$ cat src/rtl/uart_tx_sched_pkg.sv
// rtl/uart_tx_sched_pkg.sv - state encoding and defaults shared by the UART TX scheduler
package uart_tx_sched_pkg;

    typedef enum logic [2:0] {
        SCH_IDLE  = 3'd0,
        SCH_LOAD  = 3'd1,
        SCH_WAIT  = 3'd2,
        SCH_ERROR = 3'd4
    } sch_state_e;

    localparam int SCH_TIMEOUT_DEF = 8191;
    localparam int SCH_TO_W_DEF    = 13;

    function automatic int ptr_width(input int n);
        return (n > 1) ? $clog2(n) : 1;
    endfunction

endpackage

$ cat src/rtl/uart_tx_sched_rr_pick.sv
// rtl/uart_tx_sched_rr_pick.sv - combinational round-robin picker starting after ptr
module uart_tx_sched_rr_pick
    import uart_tx_sched_pkg::*;
#(
    parameter int N_REQ = 4,
    parameter int PW    = ptr_width(N_REQ)
) (
    input  logic [N_REQ-1:0] req,
    input  logic [PW-1:0]    ptr,
    output logic [PW-1:0]    gnt,
    output logic             any
);

    logic [PW-1:0] idx;

    // Scan from the farthest candidate back to ptr+1 so the nearest set bit wins.
    always_comb begin
        gnt = '0;
        any = 1'b0;
        idx = '0;
        for (int off = N_REQ; off >= 1; off--) begin
            idx = PW'((int'(ptr) + off) % N_REQ);
            if (req[idx]) begin
                gnt = idx;
                any = 1'b1;
            end
        end
    end

endmodule

$ cat src/rtl/uart_tx_sched.sv
// rtl/uart_tx_sched.sv - round-robin scheduler sharing one UART TX core between byte sources
module uart_tx_sched
    import uart_tx_sched_pkg::*;
#(
    parameter int N_REQ   = 4,
    parameter int TO_W    = SCH_TO_W_DEF,
    parameter int TIMEOUT = SCH_TIMEOUT_DEF
) (
    input  logic               CLK,
    input  logic               RST,
    input  logic               MOD_RST,
    input  logic [N_REQ-1:0]   REQ,
    input  logic [8*N_REQ-1:0] DATA,
    output logic [N_REQ-1:0]   ACK,
    output logic [7:0]         TX_DATA,
    output logic               TX_START,
    input  logic               TX_DONE,
    output logic               BUSY,
    output logic               ERR
);

    localparam int              PW      = ptr_width(N_REQ);
    localparam logic [TO_W-1:0] TO_MAX  = TO_W'(TIMEOUT);
    localparam logic [PW-1:0]   PTR_RST = PW'(N_REQ - 1);

    sch_state_e       state;
    sch_state_e       nstate;
    logic [PW-1:0]    ptr;
    logic [PW-1:0]    winner;
    logic [PW-1:0]    gnt;
    logic             any;
    logic [TO_W-1:0]  cnt;
    logic [7:0]       data_b [N_REQ];
    logic [N_REQ-1:0] ack_d;
    logic             start_d;
    logic             busy_d;
    logic             err_d;

    for (genvar i = 0; i < N_REQ; i++) begin : g_lane
        assign data_b[i] = DATA[8*i +: 8];
    end

    uart_tx_sched_rr_pick #(
        .N_REQ (N_REQ),
        .PW    (PW)
    ) u_pick (
        .req (REQ),
        .ptr (ptr),
        .gnt (gnt),
        .any (any)
    );

    always_ff @(posedge CLK or posedge RST) begin
        if (RST) begin
            state <= SCH_IDLE;
        end else if (MOD_RST) begin
            state <= SCH_IDLE;
        end else begin
            state <= nstate;
        end
    end

    // TX_DONE beats the timeout when both land in the same WAIT cycle.
    always_comb begin
        nstate = SCH_IDLE;
        case (state)
            SCH_IDLE:  nstate = any ? SCH_LOAD : SCH_IDLE;
            SCH_LOAD:  nstate = SCH_WAIT;
            SCH_WAIT: begin
                if (TX_DONE)            nstate = SCH_IDLE;
                else if (cnt == TO_MAX) nstate = SCH_ERROR;
                else                    nstate = SCH_WAIT;
            end
            SCH_ERROR: nstate = SCH_ERROR;
            default:   nstate = SCH_IDLE;
        endcase
    end

    always_comb begin
        ack_d = '0;
        if (state == SCH_LOAD) begin
            ack_d[winner] = 1'b1;
        end
        start_d = (state == SCH_LOAD);
        busy_d  = (nstate == SCH_LOAD) || (nstate == SCH_WAIT);
        err_d   = (nstate == SCH_ERROR);
    end

    // ptr only advances on a completed frame, so an aborted byte is retried in turn.
    always_ff @(posedge CLK or posedge RST) begin
        if (RST) begin
            ptr      <= PTR_RST;
            winner   <= '0;
            cnt      <= '0;
            TX_DATA  <= '0;
            ACK      <= '0;
            TX_START <= 1'b0;
            BUSY     <= 1'b0;
            ERR      <= 1'b0;
        end else if (MOD_RST) begin
            ptr      <= PTR_RST;
            winner   <= '0;
            cnt      <= '0;
            TX_DATA  <= '0;
            ACK      <= '0;
            TX_START <= 1'b0;
            BUSY     <= 1'b0;
            ERR      <= 1'b0;
        end else begin
            ACK      <= ack_d;
            TX_START <= start_d;
            BUSY     <= busy_d;
            ERR      <= err_d;
            if (state == SCH_IDLE && any) begin
                winner  <= gnt;
                TX_DATA <= data_b[gnt];
            end
            if (state == SCH_LOAD) begin
                cnt <= '0;
            end else if (state == SCH_WAIT && cnt != TO_MAX) begin
                cnt <= cnt + 1'b1;
            end
            if (state == SCH_WAIT && TX_DONE) begin
                ptr <= winner;
            end
        end
    end

endmodule

$ cat config.mk
export PLATFORM = sky130hd
export DESIGN_NAME = uart_tx_sched
export DESIGN_NICKNAME = d
export VERILOG_FILES = /design/src/rtl/uart_tx_sched_pkg.sv /design/src/rtl/uart_tx_sched_rr_pick.sv /design/src/rtl/uart_tx_sched.sv
export SDC_FILE = /design/constraint.sdc
export NUM_CORES = 1
export LEC_CHECK = 0
export CAP_MARGIN = 20
export CORE_ASPECT_RATIO = 0.9
export CORE_MARGIN = 2
export CORE_UTILIZATION = 30
export DETAILED_ROUTE_END_ITERATION = 10
export PLACE_DENSITY = 0.53
export SLEW_MARGIN = 20
export SYNTH_ARGS = -nofsm -noshare
export SYNTH_HDL_FRONTEND = slang
export SYNTH_HIERARCHICAL = 1
export SYNTH_SLANG_ARGS = --single-unit
$ cat constraint.sdc
create_clock -name CLK -period 4.7 [get_ports CLK]
set_input_delay 1.175 -clock CLK [delete_from_list [all_inputs] [get_ports CLK]]
set_output_delay 1.175 -clock CLK [all_outputs]
set_load 0.02 [all_outputs]
detail.png
Scale bar: 10 um. Window x 9 to 34, y 7 to 32 um. Cells in gray, sequential cells in the stronger gray; small squares are vias.
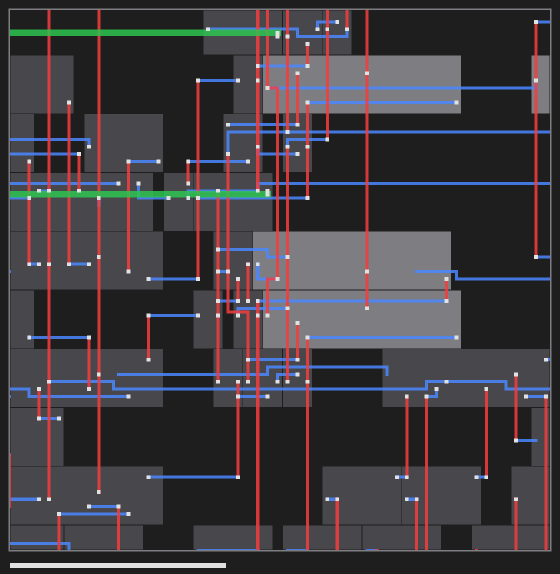
metal 2 -> red
metal 1 -> blue
metal 3 -> green
sequential cells in the window = 3
netlist names of flops here include = `TX_DATA` (3)
most frequent = nand2_1 (8), clkdlybuf4s50_1 (7), mux4_2 (5)
cells with their middle in the window = 27

flops_by_reg.png
Scale bar: 20 um.
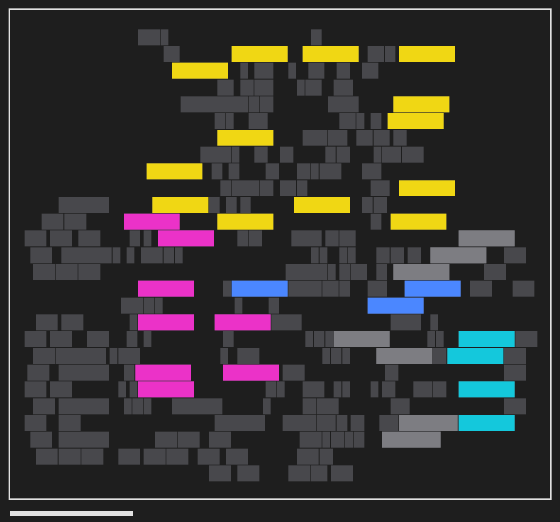
`state` -> blue  # sequential cells 3
`cnt` -> yellow  # sequential cells 13
`TX_DATA` -> magenta  # sequential cells 8
`ACK` -> cyan  # sequential cells 4, where bottom right
not colored = 7

congestion.png
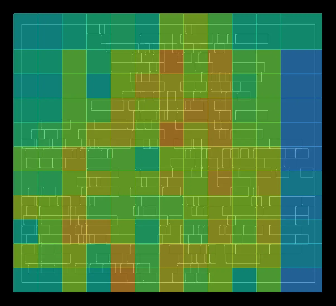
met3 Resource Use GR: 4.054%
total track usage: 13.20%

io_fan.png
Scale bar: 20 um.
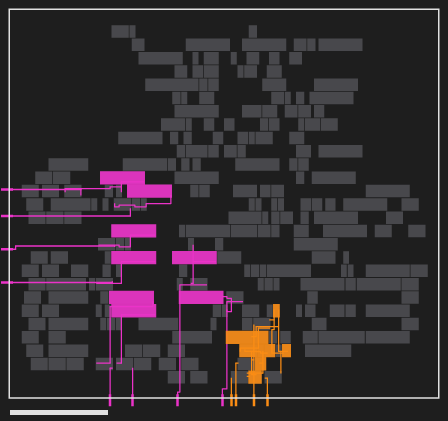
`TX_DATA` -> magenta  # direction output, end cells 8, buffers 8, wire 273 um
`REQ` -> orange  # direction input, end cells 9, buffers 4, wire 94.9 um

logic_types.png
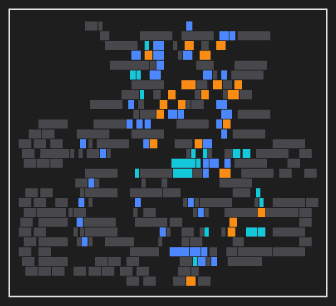
and/or cells -> orange  # cells 21, most used and3_1
nor cells -> cyan  # cells 18, most used nor2_1
aoi and oai cells -> blue  # cells 42, most used a21oi_1

==> metrics.cfg <==
[die]
design.core.area_um2=6115

[power]
power.leakage_nw=1.051
p_per_area_nw_per_um2=288.6

[clocking]
clk_latency_ns=0.29
h-tree-depth=2
numCtsBuffers=5
cts_buffer_depth=2

[detailed_routing]
finalWirelength_um=4192
drtIter0Drc=112

[setup_path]
cp-startpoint=REQ[3]
rr_worst_depth=6
cp_data_required_time_ns=4.83
cp.arrival_ns=3.22
r2r-start=ptr[1]$_DFFE_PP1P_

[logic_synthesis]
ys_cells=185
ys.warnings.count=6
syn_area_per_cell_um2=10.19
async_flop_share_pct=100.0

[grt]
overflow=0
antenna_found_initial=0

[final_timing]
drv_slew=0
tightest_slew_ns=0.8683
period_used_pct=65.74

[place]
numPortBuffers=54
place_inst=316

[status]
status=finished clean

-- critical path, stage by stage --
cell and delay, ns:
clkdlybuf4s50_1 0.51, and2b_1 0.18, a21oi_2 0.04, o221ai_2 0.58, mux4_2 0.59, nand2_1 0.09, a21oi_1 0.06
-- stage by stage --
stage	hold slack, ns	instance area (um^2)	worst slack (ns)	utilization (%)	power, mW
3_5_place_dp	0.4995	2487	1.272	40.68	0.4884
3_3_place_gp	0.5000	2487	1.304	40.68	0.4884
5_1_grt	0.5400	2600	1.439	42.52	0.7925
2_1_floorplan	0.4603	1886	2.105	-	0.4175
4_1_cts	0.5093	2600	1.571	42.52	0.7607
6_report	0.5118	2600	1.610	42.52	0.7503
-- logic make-up after synthesis --
kind of cell | share of synthesized area, %
AOI/OAI and AO/OA | 15.40
adders and majority gates | 0.6635
buffers and inverters | 3.517
DFF | 46.58
muxes | 10.09
and+or+nand+nor | 23.76
-- power breakdown --
group	switching (mW)	internal [mW]
logic	0.0708	0.0803
clock network	0.112	0.158
registers	0.0124	0.317
total	0.196	0.555
-- Yosys cell counts (3+ instances only) --
cell	n
or4_1	3
buf_1	3
a211oi_1	3
nor2_1	11
a21oi_1	22
or3_1	3
inv_1	3
buf_2	5
o31ai_1	4
dfrtp_1	33
and3_1	9
nand2_1	29
o21ai_0	4
nand2b_1	4
nand3_1	4
mux4_2	8
-- area by class of cell --
type                            instances  area [um^2]
Clock buffer                            5        68.82
Timing Repair Buffer                   55        548.0
Multi-Input combinational cell        136        940.9
Inverter                                3        11.26
Sequential cell                        35        878.3
Fill cell                             593         3515
Tap cell                               87        108.9
Clock inverter                          3        43.79
-- how the worst min path moves through the flow --
stage | from | end | slack (ns) | cells past startpoint
5_1_grt | cnt[10]$_DFFE_PP0P_ | cnt[10]$_DFFE_PP0P_ | 0.54 | 1
3_3_place_gp | cnt[6]$_DFFE_PP0P_ | cnt[6]$_DFFE_PP0P_ | 0.50 | 1
6_report | cnt[10]$_DFFE_PP0P_ | cnt[10]$_DFFE_PP0P_ | 0.51 | 1
2_1_floorplan | winner[0]$_DFFE_PP0P_ | ACK[2]$_DFF_PP0_ | 0.46 | 1
4_1_cts | cnt[10]$_DFFE_PP0P_ | cnt[10]$_DFFE_PP0P_ | 0.51 | 1
3_5_place_dp | cnt[10]$_DFFE_PP0P_ | cnt[10]$_DFFE_PP0P_ | 0.50 | 1
-- state kept, by name (all words and copies together), names as in the netlist --
name      count
cnt          13
TX_DATA       8
ACK           4
state         3
ptr           2
winner        2
BUSY          1
ERR           1
TX_START      1
-- metal layers --
metal / track usage (%) / vias up / part of all wire, %
met5: 0 / - / 0
met1: 17.79 / 759 / 47
met4: 4.154 / 0 / 1.1
met3: 4.054 / 5 / 6.2
li1: - / 792 / -
met2: 20.23 / 48 / 46
Power is estimated from default activity; no workload was simulated.
